**Placement density heat map**

Scale: 3 px per um. 12 x 12 tiles, from black (low) to pale yellow (high), 0 to 100% covered.
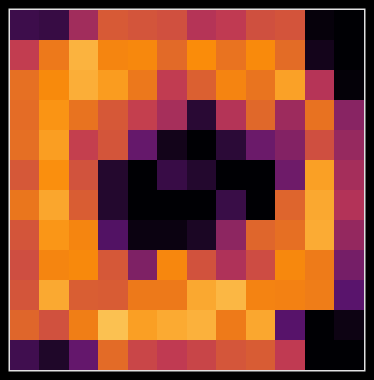
**Routing congestion**

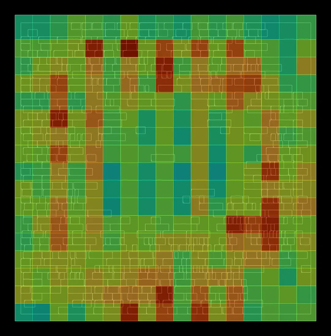
<file path="src/rtl/regfile_pkg.sv">
// Shared constants and FSM state type for the register-file arbiter.
package regfile_pkg;

   localparam int ADDR_W       = 4;
   localparam int DATA_W       = 32;
   localparam int STARVE_LIMIT = 8;

   typedef enum logic [1:0] {
      IDLE,
      RD_WAIT,
      RD_RESP
   } arb_state_t;

endpackage

</file>
<file path="src/rtl/regfile_starve_timer.sv">
// Saturating count of cycles a debug request has waited; flags when the limit is reached.
module regfile_starve_timer #(
   parameter int LIMIT = 8
) (
   input  logic clk,
   input  logic reset,
   input  logic i_inc,
   input  logic i_clr,
   output logic o_at_limit
);

   localparam int CNT_W = $clog2(LIMIT + 1);

   logic [CNT_W-1:0] r_cnt;

   assign o_at_limit = (r_cnt == CNT_W'(LIMIT));

   // NOTE: sequential state uses non-blocking assignments so every flop samples pre-edge values.
   always_ff @(posedge clk or negedge reset) begin
      if (!reset) begin
         r_cnt <= '0;
      end else if (i_clr) begin
         r_cnt <= '0;
      end else if (i_inc && !o_at_limit) begin
         r_cnt <= r_cnt + 1'b1;
      end
   end

endmodule

</file>
<file path="src/rtl/regfile_arbiter.sv">
// Shares the register-file ports between the core pipeline (priority) and a debug port,
// with starvation forcing, write bypass for debug reads and a hardwired-zero x0.
module regfile_arbiter
   import regfile_pkg::*;
#(
   parameter int ADDR_W       = regfile_pkg::ADDR_W,
   parameter int DATA_W       = regfile_pkg::DATA_W,
   parameter int STARVE_LIMIT = regfile_pkg::STARVE_LIMIT
) (
   input  logic              clk,
   input  logic              reset,
   input  logic              core_rd_en,
   input  logic [ADDR_W-1:0] core_rs1adr,
   input  logic [ADDR_W-1:0] core_rs2adr,
   input  logic              core_we,
   input  logic [ADDR_W-1:0] core_rdadr,
   input  logic [DATA_W-1:0] core_wdata,
   output logic [DATA_W-1:0] core_rs1,
   output logic [DATA_W-1:0] core_rs2,
   output logic              core_stall,
   input  logic              dbg_valid,
   output logic              dbg_ready,
   input  logic              dbg_write,
   input  logic [ADDR_W-1:0] dbg_adr,
   input  logic [DATA_W-1:0] dbg_wdata,
   output logic              dbg_rvalid,
   input  logic              dbg_rready,
   output logic [DATA_W-1:0] dbg_rdata,
   output logic              rf_regwrite,
   output logic [ADDR_W-1:0] rf_rdadr,
   output logic [DATA_W-1:0] rf_rd,
   output logic [ADDR_W-1:0] rf_rs1adr,
   output logic [ADDR_W-1:0] rf_rs2adr,
   input  logic [DATA_W-1:0] rf_rs1,
   input  logic [DATA_W-1:0] rf_rs2
);

   arb_state_t        r_state;
   arb_state_t        w_state_nxt;
   logic              w_at_limit;
   logic              w_idle_req;
   logic              w_grant;
   logic              w_forced;
   logic              w_accept;
   logic              w_rd_accept;
   logic              w_sel_we;
   logic              r_byp;
   logic [DATA_W-1:0] r_byp_data;
   logic [ADDR_W-1:0] r_rd_adr;

   assign core_rs1 = rf_rs1;
   assign core_rs2 = rf_rs2;

   // Gating with reset keeps every handshake quiet while reset is held.
   assign w_idle_req  = reset && (r_state == IDLE) && dbg_valid;
   assign w_grant     = w_idle_req && (dbg_write ? !core_we : !core_rd_en);
   assign w_forced    = w_idle_req && !w_grant && w_at_limit;
   assign w_accept    = w_grant || w_forced;
   assign w_rd_accept = w_accept && !dbg_write;
   assign dbg_ready   = w_accept;
   assign core_stall  = w_forced;

   regfile_starve_timer #(
      .LIMIT (STARVE_LIMIT)
   ) u_starve_timer (
      .clk        (clk),
      .reset      (reset),
      .i_inc      ((r_state == IDLE) && dbg_valid && !dbg_ready),
      .i_clr      (w_accept),
      .o_at_limit (w_at_limit)
   );

   // NOTE: every combinational output gets a default first, so no path can infer a latch.
   always_comb begin
      rf_rs1adr = core_rs1adr;
      rf_rs2adr = core_rs2adr;
      rf_rdadr  = core_rdadr;
      rf_rd     = core_wdata;
      w_sel_we  = core_we && !w_forced;
      if (w_rd_accept) begin
         rf_rs1adr = dbg_adr;
         rf_rs2adr = dbg_adr;
      end
      if (w_accept && dbg_write) begin
         rf_rdadr = dbg_adr;
         rf_rd    = dbg_wdata;
         w_sel_we = 1'b1;
      end
      rf_regwrite = reset && w_sel_we && (rf_rdadr != '0);
   end

   always_comb begin
      w_state_nxt = r_state;
      case (r_state)
         IDLE:    if (w_rd_accept) w_state_nxt = RD_WAIT;
         RD_WAIT: w_state_nxt = RD_RESP;
         RD_RESP: if (dbg_rready) w_state_nxt = IDLE;
         default: w_state_nxt = IDLE;
      endcase
   end

   always_ff @(posedge clk or negedge reset) begin
      if (!reset) begin
         r_state <= IDLE;
      end else begin
         r_state <= w_state_nxt;
      end
   end

   // NOTE: the read-data registers are reset too, so a dropped read leaves no stale value visible.
   always_ff @(posedge clk or negedge reset) begin
      if (!reset) begin
         r_byp      <= 1'b0;
         r_byp_data <= '0;
         r_rd_adr   <= '0;
         dbg_rvalid <= 1'b0;
         dbg_rdata  <= '0;
      end else begin
         if (w_rd_accept) begin
            r_byp      <= rf_regwrite && (rf_rdadr == dbg_adr);
            r_byp_data <= rf_rd;
            r_rd_adr   <= dbg_adr;
         end
         if (r_state == RD_WAIT) begin
            dbg_rvalid <= 1'b1;
            dbg_rdata  <= (r_rd_adr == '0) ? '0 : (r_byp ? r_byp_data : rf_rs1);
         end else if ((r_state == RD_RESP) && dbg_rready) begin
            dbg_rvalid <= 1'b0;
         end
      end
   end

endmodule

</file>
<file path="config.mk">
export PLATFORM = sky130hd
export DESIGN_NAME = regfile_arbiter
export DESIGN_NICKNAME = d
export VERILOG_FILES = /design/src/rtl/regfile_pkg.sv /design/src/rtl/regfile_starve_timer.sv /design/src/rtl/regfile_arbiter.sv
export SDC_FILE = /design/constraint.sdc
export NUM_CORES = 1
export LEC_CHECK = 0
export CORE_AREA = 2 2 116 118
export CTS_CLUSTER_SIZE = 12
export DETAILED_ROUTE_END_ITERATION = 6
export DIE_AREA = 0 0 118 120
export PLACE_DENSITY = 0.79
export SLEW_MARGIN = 0
export SYNTH_ARGS = -nofsm -noshare
export SYNTH_HDL_FRONTEND = slang
export SYNTH_SLANG_ARGS = --single-unit
</file>
<file path="constraint.sdc">
create_clock -name clk -period 3 [get_ports clk]
set_input_delay 0.45 -clock clk [delete_from_list [all_inputs] [get_ports clk]]
set_output_delay 0.45 -clock clk [all_outputs]
set_load 0.05 [all_outputs]
</file>
==> results.toml <==
# synthesis and place-and-route metrics
[critical_path]
crit_path_end_kind = "output port"
cp_top_family = "buffers and inverters"
cp_slowest_cell = "mux2_2"
startpoint_type = "flop"
critPathBufInv = 3
slowest_delay_ps = 410
crit_path_max_fanout = 22
path_cells = "inv_1, ha_1, and3b_1, o2111ai_4, buf_4, mux2_2, buf_12"
worstPathRequired_ps = 2550
critPathKind = "reg2out"

[yosys]
fa_ha_area_frac = 0.00570
yosys.area_share.simple = 0.0641
ys_seq_frac = 0.433
synthTopLogicFamily = "multiplexers"
yosys_cells = 408
syn_inst = 408
numSynthFlops = 76
compound_area_frac = 0.0855
syn_nets = 561
mux_share = 0.252
xor_area_frac = 0.00798
synth_cell_types = 35
yosys_area_um2 = 4390
ys_warn_count = 0
synth_area_um2 = 4390

[route]
routed-via-count = 3591
drc = 0
avgViaCountPerCell = 4.76
first_pass_iters = 4
totalWireLength_mm = 12.5
ant_nets = 0

[floorplan]
fp.dieArea_um2 = 14200
ios = 295
fp_util = 0.338
die_h_um = 120
core_area_um2 = 13000
num_rows = 42

[final_layout]
nFillCells = 1092
nets = 728
drive_gt1_frac = 0.252
logic_area_um2 = 1830
areaGrowthSynthToFinish_pct = 62.6
ff_latch_area_um2 = 1900
antenna_cells = 0

[timing]
setup-violations-final = 0
tightest_slew_ps = 1080
drv_slew = 0
fin_crit_ps = 2820
max_freq_mhz = 355
finalHoldViolCount = 0
setup_slack_ps = 183
post-route-period-util = 0.939
slew_headroom = 0.282
rsz0062_at_grt = "no"
setup_tns_ps = 0

[run_status]
status = "finished clean"

[clock_network]
postCtsHoldBufs = 0
cts_buffers = 9
cts-root-buf = "clkbuf_16"
htreeDepth = 3
cts_num_sinks = 76
clockBufferDepth = 2
clkLatencyLatePin_ps = 320
cts.repair.resized = 0
clkTransAtPathRegs_ps = 50
cts_setup_buffers = 0

[global_route]
globalRouteOverflowTotal = 0
grt_pass1_vias = 4041
grt_antenna_before_repair = 1
grt_pass1_wl_mm = 20.6
grt.total_usage = 0.183
grt_max_degree = 44

[placed_design]
place.gp.congestion = 0.823

[min_path]
holdCritPathClass = "in2async"

[power]
totalPowerFinal_mw = 5.51
vdd_drop_max_uv = 321
p_leak_nw = 3.00

[flow_run]
warnings = 27
maxCapViolCount = 0
Back to the opening pictures, 'placement density heat map':
mean over tiles	49%
tiles over 75% full	14%
nearly empty tiles	10%
fullest tile	87%

Back to the opening pictures, 'routing congestion':
grt met3 use: 0.0580
drt wl/cell: 16.6 um
met1 Use GR: 0.204
met2 Usage GRT: 0.317

-- logic make-up (layout without fill, tap and decap cells) --
logic type | Yosys count | in the layout
AOI/OAI and AO/OA | 62 | 62
xor gates and xnor gates | 4 | 4
adders and majority gates | 2 | 2
buffers and inverters | 103 | 274
DFF | 76 | 76
muxes | 102 | 102
and+or+nand+nor | 59 | 59
-- metal layers --
layer | up-vias | part of all wire | GRT usage
li1 | 1670 | - | -
met1 | 1728 | 0.38 | 0.204
met4 | 2 | 0.027 | 0.0851
met5 | - | 0.00064 | 0
met2 | 153 | 0.52 | 0.317
met3 | 38 | 0.076 | 0.0580
-- sequential cells by signal (all words and copies together) (netlist names) --
register / count
dbg_rdata: 32
dbg_rvalid: 1
r_byp: 1
r_byp_data: 32
r_rd_adr: 4
r_state: 2
u_starve_timer.r_cnt: 4
-- cell usage in the layout, fill, tap and decap left out, drive strengths merged, types with 2 or more instances in the layout --
cell,count
o21ai,51
dfrtp,76
clkbuf,12
xor2,4
clkinv,2
nand3,2
clkdlybuf4s50,182
mux2,68
buf,57
mux2i,34
nor2,3
a22o,2
a21oi,2
nand2,41
ha,2
inv,20
nor4,3
nand2b,2
-- power breakdown --
part | internal, mW | switching (mW)
sequential | 1.48 | 0.287
combinational | 1.11 | 1.61
clock | 0.623 | 0.406
-- synth_stat cells, drive strengths merged --
cell / n / area [um^2]
nand4: 1 / 6.26
nor3b: 1 / 18.8
and3b: 1 / 8.76
nor4: 3 / 18.8
nand2b: 2 / 12.5
o2111a: 1 / 11.3
inv: 20 / 75.1
a41o: 1 / 10.0
a211oi: 1 / 20.0
nand3: 2 / 10.0
o2111ai: 1 / 26.3
and3: 1 / 6.26
o2bb2ai: 1 / 8.76
a21oi: 2 / 10.0
o211a: 1 / 10.0
mux2: 68 / 766
o21ai: 51 / 255
a31oi: 1 / 6.26
ha: 2 / 25.0
nor2: 3 / 11.3
buf: 75 / 559
a22o: 2 / 17.5
nand3b: 1 / 7.51
mux2i: 34 / 340
and2: 1 / 6.26
clkbuf: 8 / 30.0
dfrtp: 76 / 1900
xor2: 4 / 35.0
nand2: 41 / 154
nand4bb: 1 / 16.3
nor3: 1 / 5.00
-- path summary, 6_finish.rpt --
kind	slack, ps	endpoint	startpoint	depth (start not counted)
min	230	r_byp	reset	2
min reg2reg	480	dbg_rdata[9]	dbg_rdata[9]	2
max reg2reg	790	r_byp_data[13]	u_starve_timer.r_cnt[0]	8
min in group clk	480	dbg_rdata[9]	dbg_rdata[9]	2
max	180	rf_rd[15]	u_starve_timer.r_cnt[0]	7
max in group asynchronous	1850	dbg_rdata[0]	reset	3
-- cell type report --
| type | instances | area share |
|---|---|---|
| repair buffers | 239 | 0.396 |
| flip-flops and latches | 76 | 0.267 |
| multi-input cells | 229 | 0.256 |
| clock buffers | 12 | 0.0373 |
| well taps | 176 | 0.0309 |
| inverters | 20 | 0.0105 |
| clock inverters | 3 | 0.00298 |
-- metrics by stage --
stage	area, um^2	cells	utilization	hold slack, ps
global route	7140	755	0.550	263
floorplan	4390	408	-	154
CTS	7110	753	0.548	232
detailed placement	6820	738	0.526	469
finish	7140	755	0.550	225
global placement	6820	738	0.526	460
Power and IR drop assume default switching activity.
